## src/rtl/lab3_pkg.sv

```systemverilog
// Shared definitions for the vote collector: ballot width and FSM state encoding.
package lab3_pkg;

    // Ballot width; the downstream majority stage is built for exactly five voters.
    localparam int NUM_VOTERS = 5;

    typedef enum logic [1:0] {
        IDLE    = 2'd0,
        COLLECT = 2'd1,
        PRESENT = 2'd2
    } state_t;

endpackage

```

## src/rtl/vote_timer.sv

```systemverilog
// Saturating collection timer: counts while enabled, flags the final allowed cycle.
module vote_timer #(
    parameter int TIMEOUT_CYCLES = 16
) (
    input  logic clk,
    input  logic reset_n,
    input  logic clear,
    input  logic enable,
    output logic expired
);

    localparam int TW = (TIMEOUT_CYCLES > 1) ? $clog2(TIMEOUT_CYCLES) : 1;
    localparam logic [TW-1:0] LAST = TW'(TIMEOUT_CYCLES - 1);

    logic [TW-1:0] count_q;
    logic [TW-1:0] count_d;

    // Next count: clear wins, otherwise step while enabled and hold at LAST so it never wraps.
    always_comb begin
        count_d = count_q;
        if (clear) begin
            count_d = '0;
        end else if (enable && (count_q != LAST)) begin
            count_d = count_q + 1'b1;
        end
    end

    // Counter register.
    always_ff @(posedge clk or negedge reset_n) begin
        if (!reset_n) begin
            count_q <= '0;
        end else begin
            count_q <= count_d;
        end
    end

    assign expired = (count_q == LAST);

endmodule

```

## src/rtl/vote_collector.sv

```systemverilog
// Collects one vote per voter into a ballot, presents it downstream, and forces it
// out with a timeout flag if voters are missing when the collection window closes.
module vote_collector
    import lab3_pkg::*;
#(
    parameter int NUM_VOTERS     = lab3_pkg::NUM_VOTERS,
    parameter int TIMEOUT_CYCLES = 16
) (
    input  logic                  clk,
    input  logic                  reset_n,
    input  logic                  abort,
    input  logic                  vote_valid,
    input  logic [2:0]            vote_id,
    input  logic                  vote_bit,
    output logic                  vote_ready,
    output logic [NUM_VOTERS-1:0] ballot,
    output logic                  out_valid,
    input  logic                  out_ready,
    output logic                  timed_out,
    output logic                  err
);

    state_t                state_q;
    logic [NUM_VOTERS-1:0] ballot_q;
    logic [NUM_VOTERS-1:0] ballot_d;
    logic [NUM_VOTERS-1:0] received_q;
    logic [NUM_VOTERS-1:0] received_d;
    logic                  out_valid_q;
    logic                  timed_out_q;
    logic                  err_q;

    logic [NUM_VOTERS-1:0] id_hot;
    logic                  id_ok;
    logic                  dup;
    logic                  offered;
    logic                  accept;
    logic                  reject;
    logic                  complete;
    logic                  timer_clear;
    logic                  timer_enable;
    logic                  timer_expired;

    // One-hot decode of the voter index; ids outside the ballot decode to all zeros.
    generate
        for (genvar gi = 0; gi < NUM_VOTERS; gi++) begin : g_id_hot
            assign id_hot[gi] = (vote_id == 3'(gi));
        end
    endgenerate

    // Vote qualification and the ballot/received values an accepted vote would produce.
    always_comb begin
        id_ok      = |id_hot;
        dup        = |(id_hot & received_q);
        offered    = vote_valid && (state_q != PRESENT);
        accept     = offered && id_ok && !dup;
        reject     = offered && !accept;
        received_d = received_q;
        ballot_d   = ballot_q;
        if (accept) begin
            received_d = received_q | id_hot;
            ballot_d   = (ballot_q & ~id_hot) | (vote_bit ? id_hot : '0);
        end
        complete = &received_d;
    end

    // Timer only runs in COLLECT and sits at zero everywhere else, so entry into COLLECT starts from 0.
    assign timer_clear  = abort || (state_q != COLLECT);
    assign timer_enable = (state_q == COLLECT);

    vote_timer #(
        .TIMEOUT_CYCLES(TIMEOUT_CYCLES)
    ) u_timer (
        .clk     (clk),
        .reset_n (reset_n),
        .clear   (timer_clear),
        .enable  (timer_enable),
        .expired (timer_expired)
    );

    // Main FSM with registered outputs; abort outranks every other event, and completion outranks timeout.
    always_ff @(posedge clk or negedge reset_n) begin
        if (!reset_n) begin
            state_q     <= IDLE;
            ballot_q    <= '0;
            received_q  <= '0;
            out_valid_q <= 1'b0;
            timed_out_q <= 1'b0;
            err_q       <= 1'b0;
        end else if (abort) begin
            state_q     <= IDLE;
            ballot_q    <= '0;
            received_q  <= '0;
            out_valid_q <= 1'b0;
            timed_out_q <= 1'b0;
            err_q       <= 1'b0;
        end else begin
            err_q <= reject;
            case (state_q)
                IDLE: begin
                    ballot_q   <= ballot_d;
                    received_q <= received_d;
                    if (accept) begin
                        if (complete) begin
                            state_q     <= PRESENT;
                            out_valid_q <= 1'b1;
                            timed_out_q <= 1'b0;
                        end else begin
                            state_q <= COLLECT;
                        end
                    end
                end
                COLLECT: begin
                    ballot_q   <= ballot_d;
                    received_q <= received_d;
                    if (complete) begin
                        state_q     <= PRESENT;
                        out_valid_q <= 1'b1;
                        timed_out_q <= 1'b0;
                    end else if (timer_expired) begin
                        state_q     <= PRESENT;
                        out_valid_q <= 1'b1;
                        timed_out_q <= 1'b1;
                    end
                end
                PRESENT: begin
                    if (out_ready) begin
                        state_q     <= IDLE;
                        ballot_q    <= '0;
                        received_q  <= '0;
                        out_valid_q <= 1'b0;
                        timed_out_q <= 1'b0;
                    end
                end
                default: begin
                    state_q     <= IDLE;
                    ballot_q    <= '0;
                    received_q  <= '0;
                    out_valid_q <= 1'b0;
                    timed_out_q <= 1'b0;
                end
            endcase
        end
    end

    assign vote_ready = (state_q != PRESENT);
    assign ballot     = ballot_q;
    assign out_valid  = out_valid_q;
    assign timed_out  = timed_out_q;
    assign err        = err_q;

endmodule

```

## config.mk

```make
export PLATFORM = sky130hd
export DESIGN_NAME = vote_collector
export DESIGN_NICKNAME = d
export VERILOG_FILES = /design/src/rtl/lab3_pkg.sv /design/src/rtl/vote_timer.sv /design/src/rtl/vote_collector.sv
export SDC_FILE = /design/constraint.sdc
export NUM_CORES = 1
export LEC_CHECK = 0
export ABC_AREA = 1
export CAP_MARGIN = 20
export CORE_MARGIN = 1
export CORE_UTILIZATION = 46
export CTS_CLUSTER_DIAMETER = 80
export DETAILED_ROUTE_END_ITERATION = 6
export GPL_TIMING_DRIVEN = 0
export PLACE_DENSITY_LB_ADDON = 0.05
export SLEW_MARGIN = 5
export SYNTH_ARGS = -nofsm -noshare
export SYNTH_HDL_FRONTEND = slang
export SYNTH_SLANG_ARGS = --single-unit
```

## constraint.sdc

```tcl
create_clock -name clk -period 1.7 [get_ports clk]
set_clock_uncertainty 0.15 [all_clocks]
set_input_delay 0.34 -clock clk [delete_from_list [all_inputs] [get_ports clk]]
set_output_delay 0.34 -clock clk [all_outputs]
set_load 0.02 [all_outputs]
```

### Signal wires on met1

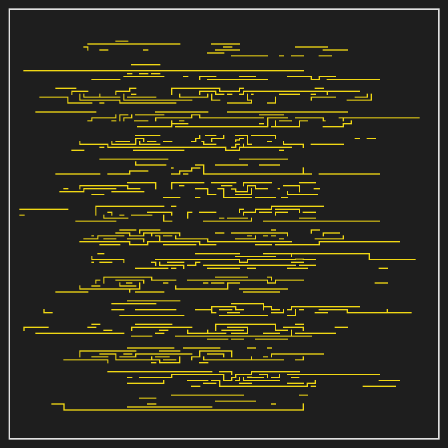
longest straight run	32.2 um
wire length on this layer	1220 um
share of all routed wire	44%

### Port wiring

Bar = 10 um.
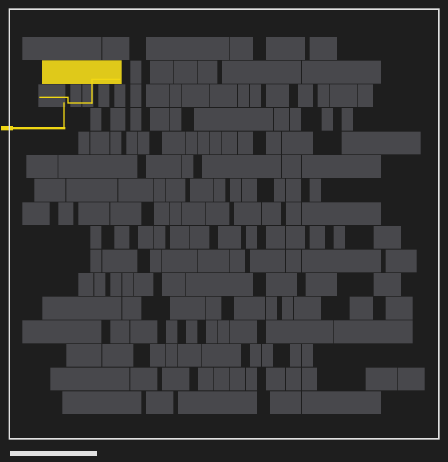
color	port	bits	direction	edge	end cells	buffers	wire
yellow	`timed_out`	1	output	left	1	1	21.2 um

### Clock network drawn from the DEF

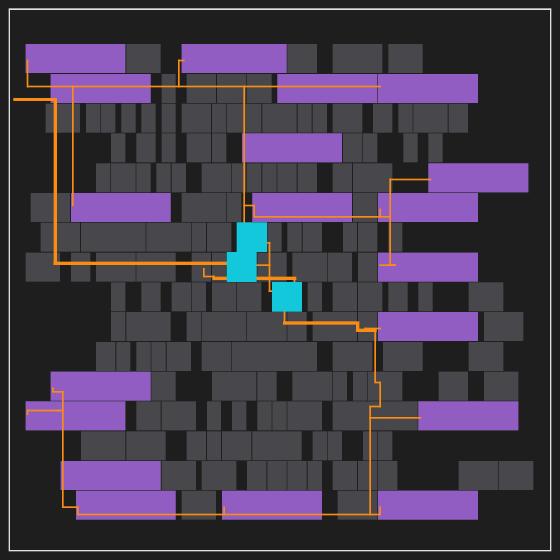
[purple] flip-flops | count: 19
[cyan] clock drivers | count: 3
[orange] clock wires | length: 230 um
flops lie	widely spread
routed clock nets	4

==> results.toml <==
# physical design summary
[status]
outcome = "finished, violations left"
failed_checks = "setup timing"

[cells_and_area]
fraction_of_layout_instances_using_a_drive_strength_above_1_pct = 35.76
num-nets-final = 176
antennaDiodeCount = 0
syn_to_final_growth_pct = 42.04

[worst_setup_path]
setup.reg_to_reg.worst_slack_ps = -230
worst-path-max-fanout = 5
worst-setup-path-type = "reg -> reg"
worst_r2r_path_depth = 12
critPathLaunchType = "flop"
critPathArrivalTime_ps = 1970
worstReg2RegEnd = "out_valid"
endpoint_kind = "flop"
startpoint_of_the_worst_register_to_register_path = "state_q[1]"
worstPathRequired_ps = 1740

[route]
detail_route.drc_violations = 0
detail_route.iter0.violations = 66
antenna_violating_nets_post_route = 0
routed_wire_length_per_instance_um = 14.53
drt_pass_1_iters = 6
detailroute.via_count = 1065
via_per_inst = 5.547
wl_um = 2790

[clocking]
tritoncts = "yes"
clkTransAtPathRegs_ps = 120
cts.sinks = 19
cts_root_buf = "sky130_fd_sc_hd__clkbuf_4"
cts_made_buffers = 3
clock_path_buffers = 2
h-tree-depth = 1
clock_insertion_delay_worst_skew_ps = 290

[grt]
gr-total-overflow = 0
pin_count_of_the_biggest_net_entering_global_routing = 20
antenna_found_initial = 0
first_global_vias = 934
grt_first_pass_wirelength_um = 4077

[final_timing]
share_of_the_clock_period_used_by_the_worst_path_pct = 113.4
maxClockFrequency_mhz = 518.9
maxSlewViolCount = 0
relSlewSlack_pct = 44.14
timing_worst_slew_pin_value_ps = 835.3
final_critical_path_setup_slack_ps = -227.3
layout_min_cycle_time_ps = 1927
setup_viol_count_final = 9
endpoints_failing_hold = 0
rsz0062_at_grt = "yes"

[min_path]
worst_hold_path.num_cells = 3
timing.hold.worst_endpoint = "ballot[0]"
hold_class = "in -> reg"
hp-start = "vote_id[2]"

[floorplanning]
die_height_um = 49.32
core.rowCount = 16
initial_utilization_pct = 50.43
num_io_pins = 18
area_inside_the_core_boundary_um2 = 2042
floorplan.die_area_um2 = 2432
fp.dieW_um = 49.32

[run]
drv.max_cap_violation_count = 0
tool_warnings = 28

[logic_synthesis]
synth_area_per_cell_um2 = 7.628
synth_top_cell_by_count = "sky130_fd_sc_hd__nand2_1"
edf_count = 0
yosys-stat-area_um2 = 1030
synth.area.top_cells = "sky130_fd_sc_hd__dfrtp_1 46%, sky130_fd_sc_hd__nand2_1 9.8%, sky130_fd_sc_hd__nand3_1 6.8%"
seq_area_frac_synth_pct = 46.17
synthFlopType = "sky130_fd_sc_hd__dfrtp_1"
syn-instance-count = 135
numSynthFlops = 19
synthDominantCellAreaShare_pct = 46.17
syn_nets = 145
synthDominantAreaCellType = "sky130_fd_sc_hd__dfrtp_1"
netlist_area_um2 = 1030
synthTopCellsByCount = "27 x sky130_fd_sc_hd__nand2_1, 19 x sky130_fd_sc_hd__dfrtp_1, 17 x sky130_fd_sc_hd__nor2_1, 14 x sky130_fd_sc_hd__inv_1, 14 x sky130_fd_sc_hd__nand3_1"
count_of_warnings_emitted_by_yosys = 0
synth_cell_types = 22
synth.yosys.num_cells = 135
synthArstFlopShare_pct = 100.0

[placed_design]
finalWeightedCongestion = 0.8765
hpwlAfterDp_um = 1680
post-place-ws_ps = -647.8
io_buffer_count = 16

[power]
power.leakage_uw = 0.0007098
total_power_per_unit_cell_area_nw_per_um2 = 1031
ir_worst_vdd_mv = 0.8203
### Sequential cells colored by netlist name

Other sequential cells in the stronger gray, the rest of the logic in the fainter gray.
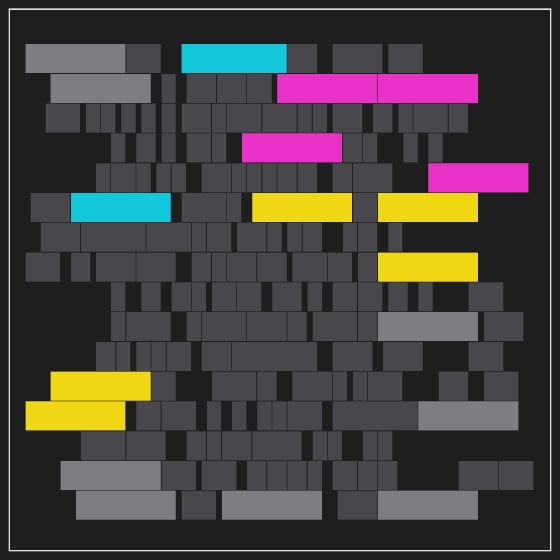
color	netlist name	sequential cells
yellow	`received_q`	5
magenta	`u_timer.count_q`	4
cyan	`state_q`	2
not colored	8

### Track usage over the die

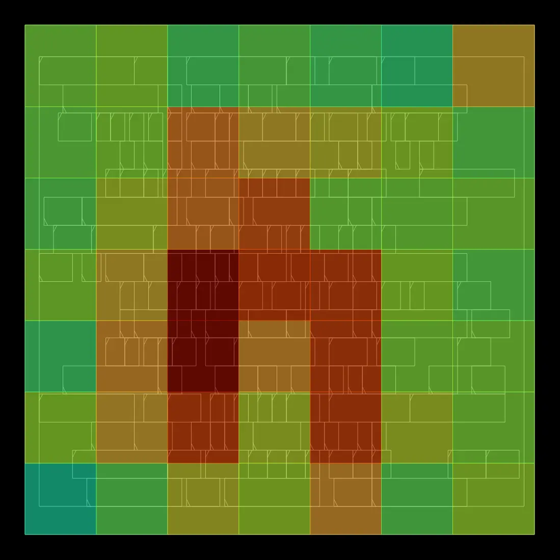
routing layer with the top usage in global route: met2
Total GRT Usage: 21.61%
post-layout util: 71.63%
M3 GR Usage: 4.361%

## logic make-up (layout without fill, tap and decap cells)
logic type | after synthesis | in the layout | share of synthesized area, %
adders and majority gates | 1 | 1 | 1.215
AOI/OAI and AO/OA | 17 | 17 | 9.964
and+or+nand+nor | 74 | 74 | 32.56
xor gates and xnor gates | 2 | 2 | 1.701
DFF | 19 | 19 | 46.17
buffers and inverters | 22 | 52 | 8.385
## timing repair
item	in CTS	in global routing
buffers inserted	6	4
resized	31	23
hold buffers	0	0
endpoints found under the setup margin	19	12
pin swaps	14	17
## per-layer routing
layer	vias up	global-route usage, %	share of wire [%]	routed length [um]
li1	500	-	-	-
met1	505	30.66	44	1217
met2	53	32.65	48	1346
met3	7	4.361	6.3	177
met4	0	7.353	1.8	50
met5	-	0	0	0
## worst max path at each step
stage,cells after the start,to,startpoint,slack [ps]
final,12,out_valid,state_q[1],-230
after CTS,13,out_valid,state_q[0],-100
after global placement,13,out_valid,vote_id[0],-620
after global routing,14,timed_out,vote_id[0],-350
after detailed placement,14,out_valid,vote_id[0],-650
after floorplan,13,out_valid,vote_id[2],10
## critical path: stages (launching register included)
cell and delay [ps]:
sky130_fd_sc_hd__dfrtp_1 440, sky130_fd_sc_hd__a21boi_2 190, sky130_fd_sc_hd__nand2_2 80, sky130_fd_sc_hd__nor2_4 210, sky130_fd_sc_hd__nand3_2 120, sky130_fd_sc_hd__nand2_2 90, sky130_fd_sc_hd__nand2_2 60, sky130_fd_sc_hd__nor2_2 130
sky130_fd_sc_hd__nand2_2 80, sky130_fd_sc_hd__o21ai_2 80, sky130_fd_sc_hd__nand2_1 90, sky130_fd_sc_hd__nand2_1 70, sky130_fd_sc_hd__nand2_1 50
## cell usage in the layout, fill, tap and decap left out, drive strengths merged
cell           instances
nand2                 27
a21boi                 1
nor2                  21
dfrtp                 19
o21ai                  8
ha                     1
xnor2                  1
clkinv                 1
nand4                  1
clkdlybuf4s15          1
inv                   21
nor4                   3
xor2                   1
clkbuf                 3
clkdlybuf4s50          4
buf                   12
nor3                   8
a41oi                  1
nand3                 14
a22o                   1
dlygate4sd2           10
a21oi                  6
## cell type report
class | instances | area, um^2
inverter | 21 | 81.33
sequential | 19 | 476.7
tap | 27 | 33.78
clock inverter | 1 | 5.005
buffer | 1 | 7.507
fill | 169 | 579.3
timing repair buffer | 26 | 221.5
clock buffer | 3 | 22.52
multi-input combinational | 94 | 614.3
## state kept, by name, indices dropped and copies added, names as in the netlist
signal and flops:
err 1, u_timer.count_q 4, received_q 5, ballot 5, out_valid 1, state_q 2, timed_out 1
## power breakdown
group | switching [uW] | internal [uW] | total (uW)
Sequential | 52.9 | 518 | 571
Clock | 145 | 87.3 | 232
Combinational | 421 | 283 | 705
## stage by stage
step	std cells	area [um^2]	TNS [ps]	hold slack [ps]	power, uW
final	192	1463	-1196	273.5	1507
after global placement	178	1226	-6689	307.1	1057
after detailed placement	178	1226	-7237	312.9	1066
after global routing	192	1463	-2281	287.4	1596
after floorplan	135	1032	0	-105.6	893.6
after CTS	188	1340	-215.8	257.2	1368
Power figures rest on the tool's default switching activity, not on a simulated workload.
